`config.mk`:
```
export PLATFORM = sky130hd
export DESIGN_NAME = wb_daq_channel_arbiter
export DESIGN_NICKNAME = d
export VERILOG_FILES = /design/src/rtl/wb_daq_channel_arbiter.sv
export SDC_FILE = /design/constraint.sdc
export NUM_CORES = 1
export LEC_CHECK = 0
export ABC_CLOCK_PERIOD_IN_PS = 5600
export CAP_MARGIN = 25
export CORE_AREA = 5 5 145 147
export DETAILED_ROUTE_END_ITERATION = 6
export DIE_AREA = 0 0 150 152
export HOLD_SLACK_MARGIN = 0.03
export PLACE_DENSITY_LB_ADDON = 0.05
export SYNTH_ARGS = -nofsm -noshare
export SYNTH_HDL_FRONTEND = slang
export SYNTH_SLANG_ARGS = --single-unit
```
`constraint.sdc`:
```
create_clock -name wb_clk -period 5.6 [get_ports wb_clk]
set_input_delay 1.12 -clock wb_clk [delete_from_list [all_inputs] [get_ports wb_clk]]
set_output_delay 1.12 -clock wb_clk [all_outputs]
set_load 0.03 [all_outputs]
```
`src/rtl/wb_daq_channel_arbiter.sv`:
```
// wb_daq_channel_arbiter: shares one wb_daq_bus_master between NUM_CH acquisition channels.
// Latency: ch_req -> start 2 cycles, daq_done -> ch_ack 1 cycle; watchdog aborts WAIT after TIMEOUT cycles.
// Backpressure: channels hold ch_req until ch_ack; only one bus sequence is outstanding at a time.
// Build option: define DAQ_ARB_CH0_PRIORITY_EN to give channel 0 absolute priority over the rotation.
module wb_daq_channel_arbiter #(
   parameter int NUM_CH  = 4,
   parameter int dw      = 32,
   parameter int aw      = 32,
   parameter int TIMEOUT = 1024
) (
   input  logic                       wb_clk,
   input  logic                       wb_rst,
   input  logic [dw-1:0]              control_reg,
   input  logic                       clear_err,
   input  logic [NUM_CH-1:0]          ch_req,
   input  logic [NUM_CH*dw-1:0]       ch_data,
   input  logic [NUM_CH*aw-1:0]       ch_base,
   output logic [NUM_CH-1:0]          ch_ack,
   input  logic                       daq_done,
   output logic                       start,
   output logic [aw-1:0]              address,
   output logic [3:0]                 selection,
   output logic                       write,
   output logic [dw-1:0]              data_wr,
   output logic [NUM_CH-1:0]          grant,
   output logic                       busy,
   output logic                       timeout_err,
   output logic [$clog2(NUM_CH)-1:0]  err_ch
);

   localparam int IW = $clog2(NUM_CH);
   localparam int CW = $clog2(TIMEOUT) + 1;

   typedef enum logic [2:0] {
      S_IDLE,
      S_ARB,
      S_LAUNCH,
      S_WAIT,
      S_RELEASE
   } state_t;

   state_t            r_state;
   logic [IW-1:0]     r_last;
   logic [IW-1:0]     r_win;
   logic [CW-1:0]     r_wdog;
   logic              r_start;
   logic              r_write;
   logic              r_busy;
   logic              r_terr;
   logic [aw-1:0]     r_addr;
   logic [dw-1:0]     r_data;
   logic [3:0]        r_sel;
   logic [NUM_CH-1:0] r_grant;
   logic [NUM_CH-1:0] r_ack;
   logic [IW-1:0]     r_err_ch;

   logic              w_win_vld;
   logic [IW-1:0]     w_win_idx;
   logic [IW-1:0]     w_cand;
   logic              w_unused_ctrl;

   // Only the global enable bit of control_reg has meaning here
   assign w_unused_ctrl = &{1'b0, control_reg[dw-1:1]};

   // Round-robin search starting just after the last granted channel, wrapping
   always_comb begin
      w_win_vld = 1'b0;
      w_win_idx = '0;
      w_cand    = '0;
`ifdef DAQ_ARB_CH0_PRIORITY_EN
      if (ch_req[0]) begin
         w_win_vld = 1'b1;
      end
`endif
      for (int k = 1; k <= NUM_CH; k++) begin
         w_cand = IW'((int'(r_last) + k) % NUM_CH);
`ifdef DAQ_ARB_CH0_PRIORITY_EN
         if (!w_win_vld && ch_req[w_cand] && (w_cand != '0)) begin
`else
         if (!w_win_vld && ch_req[w_cand]) begin
`endif
            w_win_vld = 1'b1;
            w_win_idx = w_cand;
         end
      end
   end

   // Sequencer: arbitrate, launch, wait with watchdog, release; every output is a register
   always_ff @(posedge wb_clk or posedge wb_rst) begin
      if (wb_rst) begin
         r_state  <= S_IDLE;
         r_last   <= IW'(NUM_CH - 1);
         r_win    <= '0;
         r_wdog   <= '0;
         r_start  <= 1'b0;
         r_write  <= 1'b0;
         r_busy   <= 1'b0;
         r_terr   <= 1'b0;
         r_addr   <= '0;
         r_data   <= '0;
         r_sel    <= '0;
         r_grant  <= '0;
         r_ack    <= '0;
         r_err_ch <= '0;
      end else begin
         r_ack <= '0;
         // a timeout raised later in this block overrides a simultaneous clear
         if (clear_err) begin
            r_terr <= 1'b0;
         end
         case (r_state)
            S_IDLE: begin
               if (control_reg[0] && (|ch_req)) begin
                  r_busy  <= 1'b1;
                  r_state <= S_ARB;
               end
            end
            S_ARB: begin
               if (w_win_vld) begin
                  r_win   <= w_win_idx;
                  r_grant <= NUM_CH'(1) << w_win_idx;
                  r_addr  <= ch_base[int'(w_win_idx)*aw +: aw];
                  r_data  <= ch_data[int'(w_win_idx)*dw +: dw];
                  r_sel   <= 4'hF;
                  r_write <= 1'b1;
                  r_start <= 1'b1;
                  r_state <= S_LAUNCH;
               end else begin
                  // requests vanished between IDLE and ARB
                  r_grant <= '0;
                  r_busy  <= 1'b0;
                  r_state <= S_IDLE;
               end
            end
            S_LAUNCH: begin
               r_start <= 1'b0;
               r_wdog  <= '0;
               r_state <= S_WAIT;
            end
            S_WAIT: begin
               if (daq_done) begin
                  r_ack   <= r_grant;
                  r_state <= S_RELEASE;
               end else if (r_wdog == CW'(TIMEOUT - 1)) begin
                  r_terr   <= 1'b1;
                  r_err_ch <= r_win;
                  r_state  <= S_RELEASE;
               end else if (r_wdog != '1) begin
                  r_wdog <= r_wdog + 1'b1;
               end
            end
            S_RELEASE: begin
               r_grant <= '0;
               r_write <= 1'b0;
               r_sel   <= '0;
`ifdef DAQ_ARB_CH0_PRIORITY_EN
               // channel 0 sits outside the rotation
               if (r_win != '0) begin
                  r_last <= r_win;
               end
`else
               r_last  <= r_win;
`endif
               r_busy  <= 1'b0;
               r_state <= S_IDLE;
            end
            default: begin
               r_busy  <= 1'b0;
               r_state <= S_IDLE;
            end
         endcase
      end
   end

   assign ch_ack      = r_ack;
   assign start       = r_start;
   assign address     = r_addr;
   assign selection   = r_sel;
   assign write       = r_write;
   assign data_wr     = r_data;
   assign grant       = r_grant;
   assign busy        = r_busy;
   assign timeout_err = r_terr;
   assign err_ch      = r_err_ch;

endmodule

```
Fig. 1: run 1, the metal 1 layer
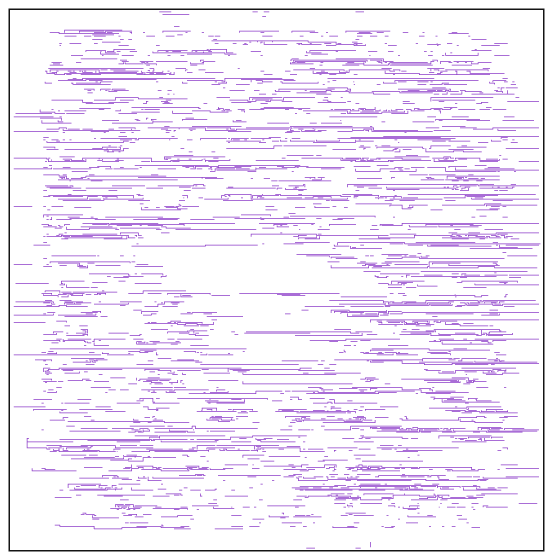
The layer carries 10900 um of wire. The longest straight run is 55.2 um. 1130 nets have wire on it.
vias after detailed routing: 6461
met1 Use GR: 28.3%
final wirelength: 26.5 mm

Fig. 2: run 1, sequential cells grouped by signal name
Other sequential cells in the stronger gray, the rest of the logic in the fainter gray.
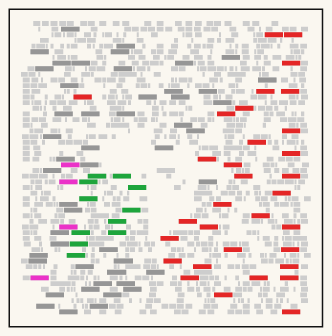
Green shows r_wdog, placed flops 11. Magenta shows ch_ack, placed flops 4. Red shows data_wr, placed flops 32.
Another 49 sequential cells are not colored.

==> results.txt, run 1 <==
yosys + openroad results -> class of the tightest hold or removal check=reg -> reg, clock sink total=96, number of cells in Yosys stat=707, core box area=0.0198 mm^2, max-cap viol count=0, antenna violations before repair=2, nets in the synthesized netlist=1004, cell count along the critical path=6, total die size=0.0228 mm^2, status=finished clean, Slowest-stage cell, CP=and3_4, number of standard cells in the final layout excluding fillers=1286, gp weighted congestion=~0.78, synthesized flop and latch total=roughly 96, most frequent cells in the layout=clkdlybuf4s50_1, dfrtp_1, a211oi_2, nor2_1, inv_1, worst endpoint required time=around 5.8 ns, Critical Setup Path Class=in -> reg, Unique cell types=43, Die Width=150 um, crit start category=primary input, FF-to-FF Start=r_last[0]$_DFFE_PP1P_, remaining design rule violation count=0, largest clock skew in the final design=0.0110 ns, switching power summed over all nets=2340 uW, count of flip-flops with a built-in enable after synthesis=0, number of global-route vias before repair=approximately 6500, total clock buffers created by CTS=9, total power density per cell area=474 mW/mm^2, biggest area cells=dfrtp_1, a211oi_2, a31oi_1, a211oi_1, nor2_1, final-report setup violation count=0, Buffers on Ports=346, netlist area before placement=0.00636 mm^2, Post-CTS Hold Buffers=0, I/O pin cnt=378, beginning of the critical path=ch_req[1], fraction of synthesis flops using an asynchronous set or reset pin=100%, Leak=between 0.004 and 0.005 uW, CTS clk-pin slew, worst paths=0.08 ns, WL/cell=20.6 um, Clock Root Buffer=clkbuf_16, number of instances on the worst hold path=2, GRT Resource Usage Total=22.5%, shortest period the worst path allows=3.88 ns, family with the most delay on the worst path=buffers and inverters, portion of the clock cycle consumed by the worst path in the final layout=69.3%, critical path, cell by cell=clkdlybuf4s50_1, o21ai_4, and3_4, buf_4, mux2i_1, a211oi_1, reg2reg setup slack=2.53 ns, half-perimeter wire length after placement=18.8 mm, Placed Area=0.00992 mm^2, tool warnings=about 57
Fig. 3: run 1, placement density heat map
The die is cut into 15 by 15 equal tiles; white is low, dark blue is high, 0 to 100% covered.
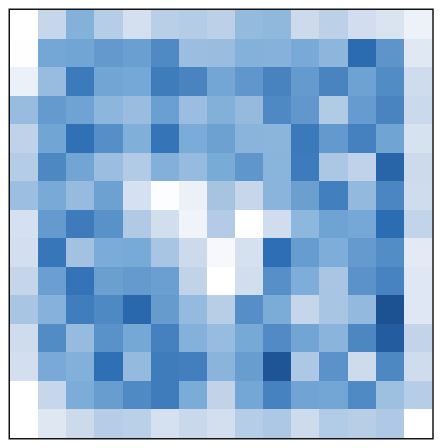
The mean over all tiles is 44%. The fullest tile reaches 87%. The emptiest ninth of the die: center. 3.1% of the tiles are over 75% full. 3.6% of the tiles are nearly empty.

Fig. 4: run 1, met2 routing
Cells faint in the background.
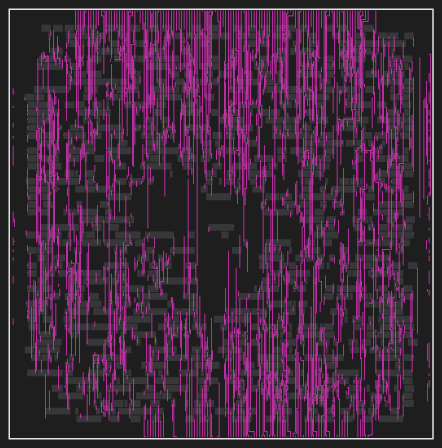
1035 nets have wire on it. The longest straight run is 82.6 um. The wires run mostly vertical. The layer carries 13200 um of wire.

run 1: cells by family after synthesis:
group	share of synthesized area, %
flops	37.8
simple gates	12.4
compound gates	35.1
mux	3.05
fa+ha+maj	0.197
buf+inv	10.3
xor+xnor	1.10
run 1: layout make-up:
cell class | instances | area [um^2]
sequential | 96 | 2400
tap | 270 | 338
antenna | 1 | 2.50
clock buffer | 9 | 225
clock inverter | 7 | 81.3
fill | 1950 | 9530
multi-input combinational | 471 | 3330
inverter | 71 | 269
timing repair buffer | 361 | 3600
run 1: layer usage:
layer | vias to the layer above | share of wire [%] | track usage (%) | wire (um)
met4 | 2 | 1.3 | 6.14 | 348
li1 | 3135 | - | - | -
met3 | 23 | 7.8 | 5.90 | 2070
met1 | 3083 | 41 | 28.3 | 10900
met5 | - | 0.026 | 0 | 7
met2 | 218 | 50 | 38.2 | 13200
run 1: power by group through the flow:
| stage | clock network (uW) | registers, uW | logic [uW] |
|---|---|---|---|
| finish | 657 | 1170 | 3040 |
| global route | 706 | 1210 | 3260 |
| CTS | 680 | 1170 | 3080 |
| detailed placement | 0 | 1180 | 3070 |
| global placement | 0 | 1170 | 3070 |
| floorplan | 0 | 1650 | 1480 |
run 1: state kept, by name, indices dropped and copies added, names as in the netlist:
name and count:
address 32, data_wr 32, r_wdog 11, ch_ack 4
grant 4, r_state 3, err_ch 2, r_last 2
r_win 2, busy 1, selection 1, start 1
timeout_err 1
run 1: worst reg2reg max path: stages (launching register included):
cell and delay [ns]:
dfstp_2 0.56, nand2b_1 0.14, a21bo_2 0.51, and3_4 0.85, buf_4 0.42, mux2i_1 0.32, a211oi_1 0.11
run 1: through the flow:
step	utilization [%]	setup WS [ns]
floorplan	-	1.98
global route	51.8	1.61
detailed placement	50.2	1.31
global placement	50.2	1.31
finish	51.8	1.72
CTS	51.7	1.70
Fig. 5: run 1, placement view
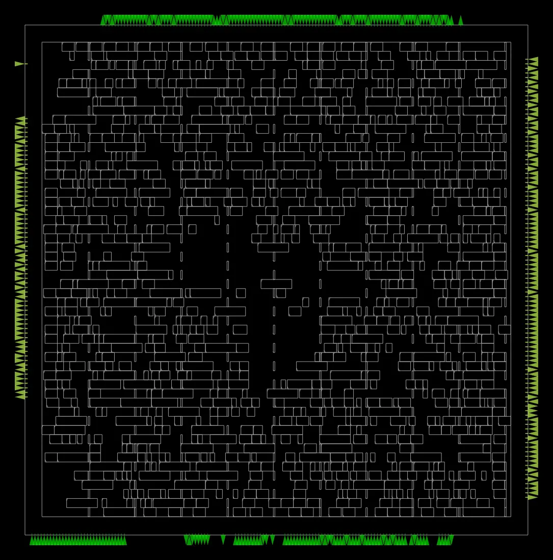

==> run 2: changes to the inputs <==
--- a/config.mk
+++ b/config.mk
@@ -5,11 +5,11 @@
 export SDC_FILE = /design/constraint.sdc
 export NUM_CORES = 1
 export LEC_CHECK = 0
-export ABC_CLOCK_PERIOD_IN_PS = 5600
+export ABC_CLOCK_PERIOD_IN_PS = 3900
 export CAP_MARGIN = 25
-export CORE_AREA = 5 5 145 147
+export CORE_AREA = 5 5 142 144
 export DETAILED_ROUTE_END_ITERATION = 6
-export DIE_AREA = 0 0 150 152
+export DIE_AREA = 0 0 147 149
 export HOLD_SLACK_MARGIN = 0.03
 export PLACE_DENSITY_LB_ADDON = 0.05
 export SYNTH_ARGS = -nofsm -noshare
==> constraint.sdc (replaced) <==
create_clock -name wb_clk -period 3.9 [get_ports wb_clk]
set_input_delay 0.78 -clock wb_clk [delete_from_list [all_inputs] [get_ports wb_clk]]
set_output_delay 0.78 -clock wb_clk [all_outputs]
set_load 0.03 [all_outputs]
Fig. 6: run 2, placement view
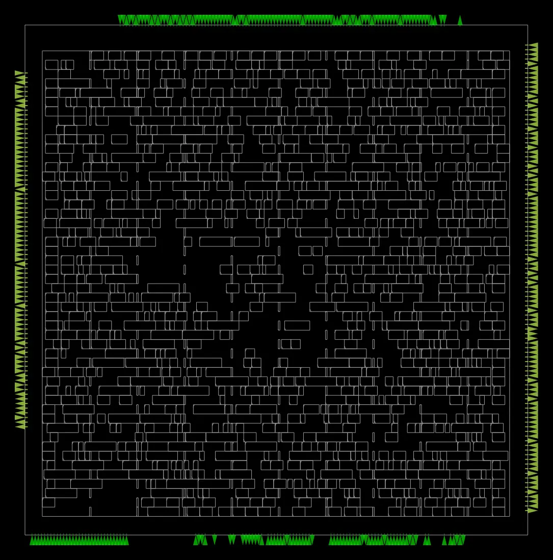
TAP cells: 234
flip-flops: 96
core box area: 0.0186 mm^2

Fig. 7: run 2, met2 routing
Cells faint in the background.
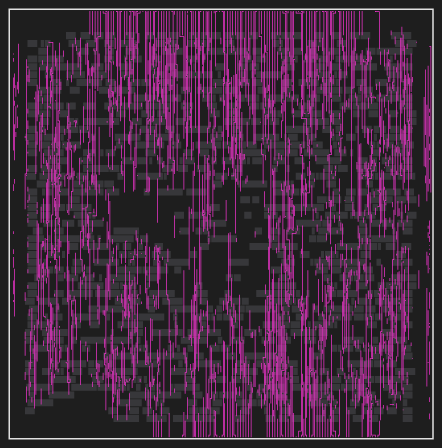
The longest straight run is 66.1 um. The layer holds 50% of the routed length.
vias after detailed routing: 6531
GR Util met2: 40.0%
final wirelength: 26.3 mm

==> run 2 against run 1 <==
Compared with the run above:
- synthesized cell count unchanged
- setup slack got worse by 0.67 ns
- die area decreased by 3.9%
- worst hold slack hardly changed
- count of clock-buffer cells in the layout stayed put
- routed wire length is 0.72% lower
- final area is 0.59% higher
- combinational power rose by 46%
- clock power grew 45%
- sequential power up 44%
- via count is 1.1% higher
- cell count shrank 2.1%
- critical endpoint is now address[17]$_DFFE_PP0P_
==> results.txt, run 2 <==
yosys + openroad results -> Slowest-stage cell, CP=nor2_2, total clock buffers created by CTS=9 (unchanged), GRT Resource Usage Total=23.2% (+0.64 points), Leak=0.00413 uW (+1.2%), gp weighted congestion=0.803 (+3.5%), Die Width=147 um (-2.0%), portion of the clock cycle consumed by the worst path in the final layout=73.3%, fraction of synthesis flops using an asynchronous set or reset pin=100% (unchanged), most frequent cells in the layout=clkdlybuf4s50_1, dfrtp_1, a211oi_2, nor2_1, inv_1, class of the tightest hold or removal check=reg -> reg, dpl ws=0.616 ns (-0.691 ns), nets in the synthesized netlist=1004 (unchanged), status=finished clean, Unique cell types=43 (unchanged), FF-to-FF Start=r_state[1]$_DFFE_PP0P_, number of standard cells in the final layout excluding fillers=1259 (-2.1%), Post-CTS Hold Buffers=0 (unchanged), number of global-route vias before repair=6698 (+2.3%), I/O pin cnt=378 (unchanged), clock sink total=96 (unchanged), largest clock skew in the final design=0.0127 ns (+0.00175 ns), Critical Setup Path Class=in -> reg, GRT met3 Usage=7.66% (+1.8 points), worst-case setup margin in the final layout=1.04 ns (-0.674 ns), shortest period the worst path allows=~2.9 ns, Placed Area=0.00999 mm^2 (+0.66%), reg2reg setup slack=1.51 ns (-1.02 ns), netlist area before placement=0.00636 mm^2 (unchanged), remaining design rule violation count=0 (unchanged), Clock Root Buffer=clkbuf_16, total power density per cell area=685 mW/mm^2 (+44%), total die size=0.0219 mm^2 (-3.9%), top routing layer in use=met5, WL met1=10.6 mm (-2.3%), max-cap viol count=0 (unchanged), cell count along the critical path=5 (-1), beginning of the critical path=ch_req[1]
Fig. 8: run 2, placement density heat map
The die is cut into 15 by 15 equal tiles; white is low, dark blue is high, 0 to 100% covered.
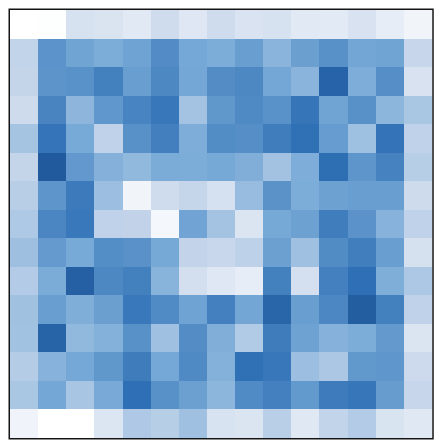
The mean over all tiles is 46%. 1.8% of the tiles are nearly empty. The emptiest ninth of the die: center. 2.7% of the tiles are over 75% full. The fullest tile reaches 83%.

## run 2: worst min path at each step
stage / from / to / slack [ns] / cells past startpoint
global route: start$_DFFE_PP0P_ / start$_DFFE_PP0P_ / 0.53 / 2
detailed placement: err_ch[1]$_DFFE_PP0P_ / err_ch[1]$_DFFE_PP0P_ / 0.47 / 2
CTS: err_ch[1]$_DFFE_PP0P_ / err_ch[1]$_DFFE_PP0P_ / 0.49 / 2
global placement: start$_DFFE_PP0P_ / start$_DFFE_PP0P_ / 0.47 / 2
finish: err_ch[1]$_DFFE_PP0P_ / err_ch[1]$_DFFE_PP0P_ / 0.49 / 2
floorplan: r_win[0]$_DFFE_PP0P_ / r_win[0]$_DFFE_PP0P_ / 0.47 / 2
## run 2: report_power, final
part           internal, uW  switching, uW
Sequential             1430            255
Combinational          1800           2630
Clock                   467            485
## run 2: cell type report
| cell class | count | area, um^2 |
|---|---|---|
| inverter | 71 | 269 |
| fill | 1788 | 8270 |
| sequential | 96 | 2400 |
| clock inverter | 7 | 91.3 |
| antenna | 3 | 7.51 |
| tap | 234 | 293 |
| multi-input combinational | 471 | 3330 |
| clock buffer | 9 | 225 |
| timing repair buffer | 368 | 3690 |
## run 2: logic make-up (layout without fill, tap and decap cells)
| kind of cell | after synthesis | in the layout | synth area share (%) |
|---|---|---|---|
| compound gates | 267 | 267 | 35.1 |
| xor+xnor | 8 | 8 | 1.10 |
| fa+ha+maj | 1 | 1 | 0.197 |
| buf+inv | 140 | 455 | 10.3 |
| flops | 96 | 96 | 37.8 |
| mux | 19 | 19 | 3.05 |
| other cells | 0 | 3 | 0 |
| simple gates | 176 | 176 | 12.4 |
## run 2: worst register-to-register path: cells and delay by family, from the launching register on
family | cells | cell delay (ns)
simple gates | 3 | 1.52
flops | 1 | 0.49
compound gates | 1 | 0.19
Power is estimated from default activity; no workload was simulated.
